### src/rtl/serial_parity_rx.sv
// Serial frame receiver: start, 8 data bits MSB first, odd parity, stop.
// Flags parity and framing/timeout errors and keeps a saturating error count.
module serial_parity_rx #(
  parameter int TIMEOUT = 16
) (
  input  logic       clk,
  input  logic       rst,
  input  logic       sin_valid,
  input  logic       sin_bit,
  output logic [7:0] regi,
  output logic       byte_valid,
  output logic       parity_err,
  output logic       frame_err,
  output logic [7:0] err_cnt
);

  localparam logic [1:0] S_IDLE = 2'd0;
  localparam logic [1:0] S_DATA = 2'd1;
  localparam logic [1:0] S_PAR  = 2'd2;
  localparam logic [1:0] S_STOP = 2'd3;

  localparam int TW = (TIMEOUT < 2) ? 1 : $clog2(TIMEOUT + 1);
  localparam logic [TW-1:0] TO_LAST = TW'(TIMEOUT - 1);

  logic [1:0]    r_state;
  logic [2:0]    r_idx;
  logic [TW-1:0] r_to;
  logic [7:0]    r_shift;
  logic          r_par_bad;
  logic [7:0]    r_regi;
  logic          r_bv;
  logic          r_pe;
  logic          r_fe;
  logic [7:0]    r_err_cnt;

  logic w_in_frame;
  logic w_to_hit;
  logic w_par_exp;
  logic w_err_evt;

  assign w_in_frame = (r_state != S_IDLE);
  assign w_to_hit   = w_in_frame && !sin_valid && (r_to == TO_LAST);
  // Odd parity: expected bit makes the nine bits hold an odd count of ones
  assign w_par_exp  = ~^r_shift;
  assign w_err_evt  = (r_bv && r_pe) || r_fe;

  always_ff @(posedge clk or posedge rst) begin
    if (rst) begin
      r_state   <= S_IDLE;
      r_idx     <= 3'd0;
      r_to      <= '0;
      r_shift   <= 8'h00;
      r_par_bad <= 1'b0;
      r_regi    <= 8'h00;
      r_bv      <= 1'b0;
      r_pe      <= 1'b0;
      r_fe      <= 1'b0;
    end else begin
      r_bv <= 1'b0;
      r_pe <= 1'b0;
      r_fe <= 1'b0;
      if (!w_in_frame) begin
        r_to <= '0;
        if (sin_valid && !sin_bit) begin
          r_state <= S_DATA;
          r_idx   <= 3'd0;
        end
      end else if (sin_valid) begin
        r_to <= '0;
        unique case (r_state)
          S_DATA: begin
            r_shift <= {r_shift[6:0], sin_bit};
            r_idx   <= r_idx + 3'd1;
            if (r_idx == 3'd7) begin
              r_state <= S_PAR;
            end
          end
          S_PAR: begin
            r_par_bad <= (sin_bit != w_par_exp);
            r_state   <= S_STOP;
          end
          S_STOP: begin
            if (sin_bit) begin
              r_regi <= r_shift;
              r_bv   <= 1'b1;
              r_pe   <= r_par_bad;
            end else begin
              r_fe <= 1'b1;
            end
            r_state <= S_IDLE;
          end
          default: begin
            r_state <= S_IDLE;
          end
        endcase
      end else if (w_to_hit) begin
        r_fe    <= 1'b1;
        r_state <= S_IDLE;
        r_idx   <= 3'd0;
        r_shift <= 8'h00;
        r_to    <= '0;
      end else begin
        r_to <= r_to + 1'b1;
      end
    end
  end

  always_ff @(posedge clk or posedge rst) begin
    if (rst) begin
      r_err_cnt <= 8'h00;
    end else if (w_err_evt && (r_err_cnt != 8'hFF)) begin
      r_err_cnt <= r_err_cnt + 8'd1;
    end
  end

  assign regi       = r_regi;
  assign byte_valid = r_bv;
  assign parity_err = r_bv & r_pe;
  assign frame_err  = r_fe;
  assign err_cnt    = r_err_cnt;

endmodule

### config.mk
export PLATFORM = sky130hd
export DESIGN_NAME = serial_parity_rx
export DESIGN_NICKNAME = d
export VERILOG_FILES = /design/src/rtl/serial_parity_rx.sv
export SDC_FILE = /design/constraint.sdc
export NUM_CORES = 1
export LEC_CHECK = 0
export ABC_AREA = 0
export CAP_MARGIN = 20
export CORE_AREA = 2 2 95 60
export CTS_BUF_LIST = sky130_fd_sc_hd__clkbuf_2
export CTS_CLUSTER_DIAMETER = 100
export DETAILED_ROUTE_END_ITERATION = 10
export DIE_AREA = 0 0 97 62
export GPL_TIMING_DRIVEN = 0
export PLACE_DENSITY = 0.51
export SYNTH_ARGS = -nofsm -noshare
export SYNTH_HDL_FRONTEND = slang
export SYNTH_SLANG_ARGS = --single-unit
### constraint.sdc
create_clock -name clk -period 3 [get_ports clk]
set_clock_uncertainty 0.2 [all_clocks]
set_input_delay 0.6 -clock clk [delete_from_list [all_inputs] [get_ports clk]]
set_output_delay 0.6 -clock clk [all_outputs]
set_load 0.05 [all_outputs]
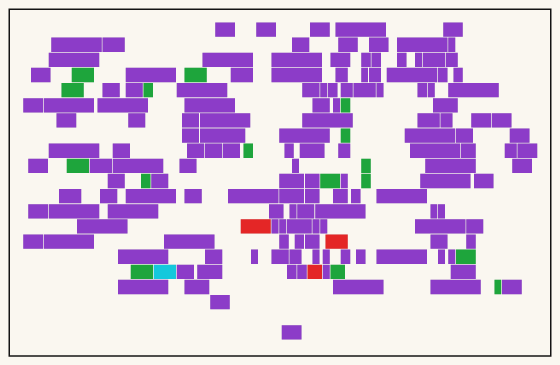
**Above:** run 1 (cell sizes after repair).
Key: x6 and larger = cyan [cells 1]; x3 and x4 = red [cells 3]; x2 = green [cells 16]; x1 and smaller = purple [cells 152]

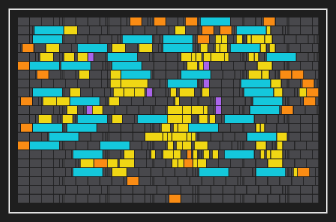
**Above:** run 1 (cells colored by class).
Fill, decap, tap and diode cells in gray.
Key: clock drivers and dummy loads = purple [cells 7, share of their area 1.7%]; remaining logic cells = yellow [cells 102, share of their area 39%]; remaining buffers and delay cells = orange [cells 25, share of their area 12%]; registers = cyan [cells 38, share of their area 47%]
final core utilization: 39.7%
sequential cell area share: 45.4%
post-route design area: 2090 µm²
Core Region: 5280 µm²

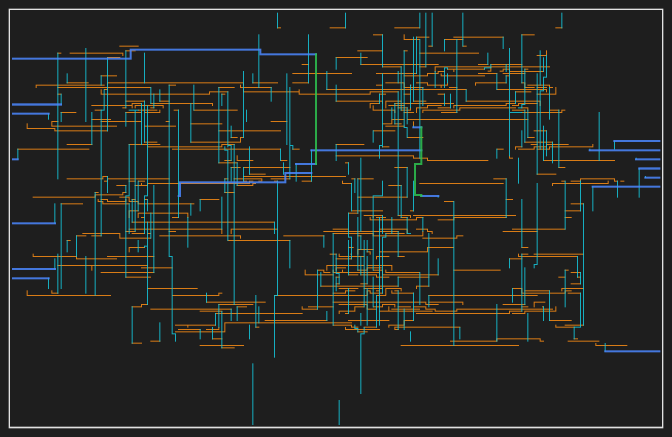
**Above:** run 1 (routed metal, one color a layer).
Key: M2 = cyan [wire length 1240 µm]; M3 = blue [wire length 168 µm]; M1 = orange [wire length 1660 µm]; M4 = green [wire length 28.4 µm]

==> run_results.csv, run 1 <==
group,metric,value,unit
run_status,status,"completed",
critical_path,worst_ep_arrival_time,1.68,ns
synth,top_cell,"dfrtp_1",
synth,synth_top_cell_by_area,"dfrtp_1",
power,power_leader,"combinational cells",
power,powerSeq,776,µW
die,num_rows,21,
cts,cts_tree,"built",
cts,cts.sinks,38,
detailed_routing,drc_errors,0,
critical_path,path_class,"reg2out",
critical_path,end_kind,"primary output",
detailed_routing,vias,1128,
synth,yosys-stat-area,1750,µm²
grt,grt_max_degree,39,
final_timing,max_freq,403,MHz
grt,grt_pass1_vias,1067,
final_layout,drive_above_1_share,11.6,%
worst_hold_path,hp-class,"reg2reg",
critical_path,cp_slowest_cell,"clkdlybuf4s50_1",
die,initial_core_util,33.2,%
final_layout,syn_to_final_growth,19.5,%
worst_hold_path,hold_start,"r_to[0]",
detailed_routing,routed_wl,3090,µm
grt,grtUsageTotal,11.4,%
placed_design,dpl_cell_area,2060,µm²
die,io_pins,23,
power,clock_power_share,11.8,%
power,p_leak,0.000997,µW
detailed_routing,wire_per_inst,12.8,µm
final_layout,diodes,0,
die,fp.dieW,97,µm
power,worst_ir_drop_vdd,0.503,mV
cts,path_clk_slew,0.18,ns
critical_path,crit_fanout,6,
synth,area_leaders,"dfrtp_1, ha_1, a22o_1, mux2_1, xnor2_1",
synth,ys_seq_share,54.2,%
power,switching_share,40.5,%
cts,cts_setup_buffers,0,
die,die_y,62,µm
final_timing,tns,0,ns
synth,syn_area,1750,µm²
final_timing,setup_ws,0.519,ns
detailed_routing,drt_first_pass_iters,4,
final_timing,tightest_slew,0.779,ns
synth,edf_count,0,
power,powerDensity,871,nW/µm²
critical_path,worstReg2RegEnd,"r_shift[3]",
power,power.switching,738,µW
grt,antenna_found_initial,0,
placed_design,portBuffers,22,
synth,netlist_top_cells_count,"dfrtp_1, a22o_1, nor2_1",
critical_path,reg2reg_setup_slack,1.06,ns
critical_path,crit_chain,"clkdlybuf4s50_1",
synth,netlist.area_leader.share,54.2,%
power,p_seq_share,42.5,%
synth,synth_cell_type_count,31,
detailed_routing,viasPerCell,4.68,
final_layout,lay_top_count,"dfrtp_1",
cts,ctsResizeCount,0,
cts,insertion_delay,0.37,ns
grt,met2_usage,16.5,%
critical_path,cp_top_family,"buffers and inverters",
final_timing,min_period,2.48,ns
worst_hold_path,min_path_cells,1,
power,combPwrFrac,45.7,%
critical_path,r2r_start,"r_state[0]",
cts,htree_levels,2,
worst_hold_path,hold_end,"r_to[0]",
placed_design,place.gp.congestion,0.719,
power,comb-power,834,µW
grt,grt_use_met3,4.47,%
final_timing,slew_violations,0,
final_timing,fin_crit_sh,82.7,%
synth,ys_warn_count,0,
grt,grt.busiest_layer,"met2",
critical_path,crit_path_max_incr_delay,0.83,ns
final_timing,rsz0062_at_grt,"false",
synth,async_reset_ff_share,100,%
critical_path,crit_buf_inv,1,
cts,cts-root-buf,"clkbuf_2",
final_timing,max-slew-margin-rel,48.0,%
final_timing,hold_violations,0,
cts,holdBufCountCts,0,
grt,grt_pass1_wl,5210,µm
power,intPower,1090,µW
synth,ys_ff,38,
synth,fp_nets,155,
synth,synth-main-ff-cell,"dfrtp_1",
grt,grt_util_met1,15.9,%
final_layout,final_cell_mix,"dfrtp_1, clkdlybuf4s50_1, a22o_1",
grt,grt_overflow,0,
synth,syn_inst,143,
detailed_routing,ant_nets,0,
detailed_routing,first_iter_violations,48,
final_timing,setup_violations,0,
cts,clockBufferDepth,2,
synth,synth_area_per_cell,12.3,µm²
job,warnings,29,
cts,cts_buffers,5,
critical_path,crit_path_start_kind,"register",
final_layout,nets,184,
critical_path,reg2reg_depth,6,
power,power.total,1820,µW
power,clk-power,215,µW
die,chip_area,6010,µm²
synth,ys_cells,143,
critical_path,required,2.20,ns
placed_design,hpwl,2200,µm
final_timing,fin_hold_ws,0.302,ns
job,drv_cap,0,
placed_design,pre_cts_ws,0.673,ns
==> run 1: flip-flops by register name, summed over array words and instances (netlist names), 2 cells and up <==
signal and cells:
regi 8, r_shift 8, r_to 5, err_cnt 8, r_state 2, r_idx 3
==> run 1: how the worst max path moves through the flow <==
| stage | slack, ns | to | cells after the start | start |
|---|---|---|---|---|
| after global routing | 0.41 | err_cnt[3] | 1 | err_cnt[3] |
| after floorplan | 1.08 | parity_err | 1 | byte_valid |
| after detailed placement | 0.67 | r_par_bad | 5 | sin_bit |
| after CTS | 0.50 | parity_err | 2 | byte_valid |
| final | 0.52 | err_cnt[3] | 1 | err_cnt[3] |
| after global placement | 0.50 | regi[5] | 2 | rst |
==> run 1: layout make-up <==
class                           instances  area [µm²]
Tap cell                               69        86.3
Buffer                                  3        22.5
Sequential cell                        38         951
Inverter                                4        15.0
Clock buffer                            7        35.0
Multi-Input combinational cell         98         764
Timing Repair Buffer                   22         220
Fill cell                             509        3190
==> run 1: logic make-up after synthesis <==
| logic type | after synthesis | share of synthesized area [%] |
|---|---|---|
| DFF | 38 | 54.2 |
| and+or+nand+nor | 41 | 12.7 |
| muxes | 12 | 7.71 |
| AOI/OAI and AO/OA | 24 | 10.2 |
| adders and majority gates | 8 | 5.71 |
| buffers and inverters | 7 | 2.14 |
| xor gates and xnor gates | 13 | 7.28 |
==> run 1: metal layers <==
metal | up-vias | part of all wire (%)
met5 | - | 0
met4 | 0 | 0.91
met3 | 5 | 5.4
met2 | 19 | 40
met1 | 542 | 54
li1 | 562 | -
==> run 1: through the flow <==
stage,util [%],std cells
2_1_floorplan,-,143
3_3_place_gp,39.0,234
3_5_place_dp,39.0,234
4_1_cts,39.7,241
5_1_grt,39.7,241
6_report,39.7,241
--- run 2 (diff from run 1) ---
clock period = 2.5 ns   (was 3 ns; I/O delays follow)
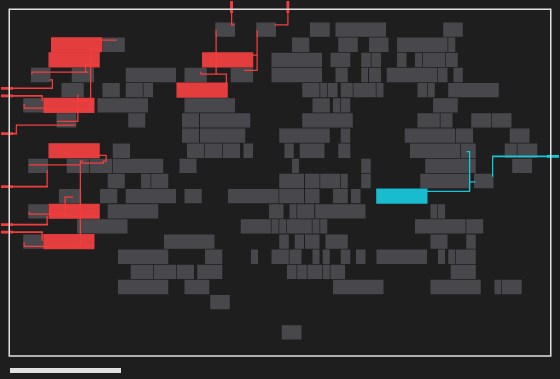
**Above:** run 2 (I/O nets highlighted).
The bar under the picture is 20 µm long.
Key: frame_err = cyan [bits 1, direction output, edge right, end cells 1, buffers 1, wire 29.8 µm]; regi = red [bits 8, direction output, edge 6 left, 2 top, end cells 8, buffers 8, wire 201 µm]

==> run_results.csv, run 2 <==
group,metric,value,unit
final_layout,fin_util,39.7,%
worst_hold_path,min_path_cells,1,
power,clock_power_share,11.8,%
placed_design,portBuffers,22,
placed_design,place.detailed.instances,234,
critical_path,path_class,"reg2out",
final_timing,setup_ws,0.119,ns
worst_hold_path,hold_start,"r_to[0]",
synth,syn_inst,143,
synth,area_leaders,"dfrtp_1, ha_1, a22o_1, mux2_1, xnor2_1",
grt,grt_pass1_wl,5210,µm
power,power.total,2190,µW
detailed_routing,viasPerCell,4.68,
final_timing,rsz0062_at_grt,"false",
final_layout,drive_above_1_share,11.6,%
final_timing,max-slew-margin-rel,48.0,%
run_status,status,"completed",
final_timing,fin_hold_ws,0.302,ns
final_timing,slew_violations,0,
final_layout,fin_area,2090,µm²
final_timing,setup_violations,0,
critical_path,required,1.80,ns
placed_design,hpwl,2200,µm
grt,grt_pass1_vias,1067,
synth,ys_warn_count,0,
critical_path,crit_path_max_incr_delay,0.83,ns
critical_path,worst_ep_arrival_time,1.68,ns
cts,cts-root-buf,"clkbuf_2",
final_layout,diodes,0,
critical_path,worstReg2RegEnd,"r_shift[3]",
die,initial_core_util,33.2,%
final_timing,min_period,2.38,ns
final_timing,max_freq,420,MHz
cts,cts.sinks,38,
synth,async_reset_ff_share,100,%
final_layout,syn_to_final_growth,19.5,%
final_timing,tightest_slew,0.779,ns
worst_hold_path,hold_end,"r_to[0]",
detailed_routing,drt_first_pass_iters,4,
power,combPwrFrac,45.7,%
critical_path,reg2reg_setup_slack,0.56,ns
critical_path,cp_top_family,"buffers and inverters",
synth,ys_ff,38,
die,chip_area,6010,µm²
grt,antenna_found_initial,0,
cts,cts_tree,"built",
die,fp.dieW,97,µm
final_layout,lay_top_count,"dfrtp_1",
synth,yosys-stat-area,1750,µm²
cts,cts_setup_buffers,0,
cts,cts_buffers,5,
synth,ys_cells,143,
synth,fp_nets,155,
grt,grt_max_degree,39,
cts,holdBufCountCts,0,
critical_path,r2r_start,"r_state[0]",
critical_path,crit_fanout,6,
synth,synth_top_cell_by_area,"dfrtp_1",
placed_design,dpl_cell_area,2060,µm²
die,num_rows,21,
synth,edf_count,0,
power,p_seq_share,42.5,%
power,powerDensity,1050,nW/µm²
critical_path,crit_path_start_kind,"register",
cts,htree_levels,2,
final_layout,final_cell_mix,"dfrtp_1, clkdlybuf4s50_1, a22o_1",
synth,syn_area,1750,µm²
final_layout,nets,184,
synth,ys_seq_share,54.2,%
cts,clockBufferDepth,2,
synth,synth_area_per_cell,12.3,µm²
cts,ctsResizeCount,0,
worst_hold_path,hp-class,"reg2reg",
placed_design,pre_cts_ws,0.273,ns
synth,synth_cell_type_count,31,
detailed_routing,drc_errors,0,
die,io_pins,23,
job,drv_cap,0,
detailed_routing,first_iter_violations,48,
critical_path,crit_chain,"clkdlybuf4s50_1",
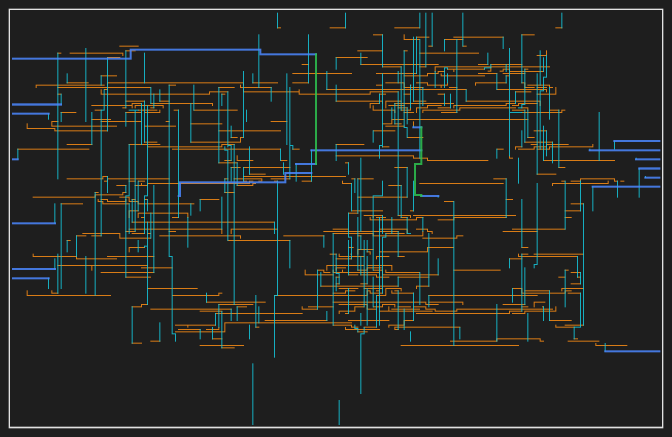
**Above:** run 2 (routed metal, one color a layer).
Key: M2 = cyan [wire length 1240 µm]; M1 = orange [wire length 1660 µm]; M4 = green [wire length 28.4 µm]; M3 = blue [wire length 168 µm]
GR Util All Layers: 11.4%
via count: 1128
DR WL/cell: 12.8 µm
Routed WL: 3090 µm

==> run 2: cell counts in the layout (fill, tap and decap cells not counted) <==
Identical to the previous run, type by type.
==> run 2: logic make-up (layout without fill, tap and decap cells) <==
| family | count (synthesis) | after routing | share of synthesized area [%] |
|---|---|---|---|
| buf+inv | 7 | 36 | 2.14 |
| mux | 12 | 12 | 7.71 |
| flops | 38 | 38 | 54.2 |
| fa+ha+maj | 8 | 8 | 5.71 |
| simple gates | 41 | 41 | 12.7 |
| xor+xnor | 13 | 13 | 7.28 |
| compound gates | 24 | 24 | 10.2 |
==> run 2: power by group through the flow <==
stage / clock [µW] / combinational [µW] / sequential (µW)
after floorplan: 0 / 522 / 1160
after global placement: 0 / 999 / 933
after detailed placement: 0 / 1010 / 944
after CTS: 270 / 1010 / 933
after global routing: 302 / 1090 / 962
final: 258 / 1000 / 931
==> run 2: area by class of cell <==
cell class,instances,area [µm²]
fillers,509,3190
flip-flops and latches,38,951
multi-input cells,98,764
repair buffers,22,220
well taps,69,86.3
clock buffers,7,35.0
plain buffers,3,22.5
inverters,4,15.0
==> run 2: worst max path at each step <==
stage	slack (ns)	cells after the start	endpoint	startpoint
6_report	0.12	1	err_cnt[3]	err_cnt[3]
5_1_grt	0.009	1	err_cnt[3]	err_cnt[3]
4_1_cts	0.1	2	parity_err	byte_valid
3_5_place_dp	0.27	5	r_par_bad	sin_bit
3_3_place_gp	0.10	2	regi[5]	rst
2_1_floorplan	0.61	4	err_cnt[1]	err_cnt[0]
==> run 2: metal layers <==
| metal | GRT usage [%] | vias to the layer above | routed length (µm) |
|---|---|---|---|
| li1 | - | 562 | - |
| met1 | 15.9 | 542 | 1660 |
| met2 | 16.5 | 19 | 1240 |
| met3 | 4.47 | 5 | 167 |
| met4 | 3.62 | 0 | 28 |
| met5 | 0 | - | 0 |
Power and IR drop assume default switching activity.
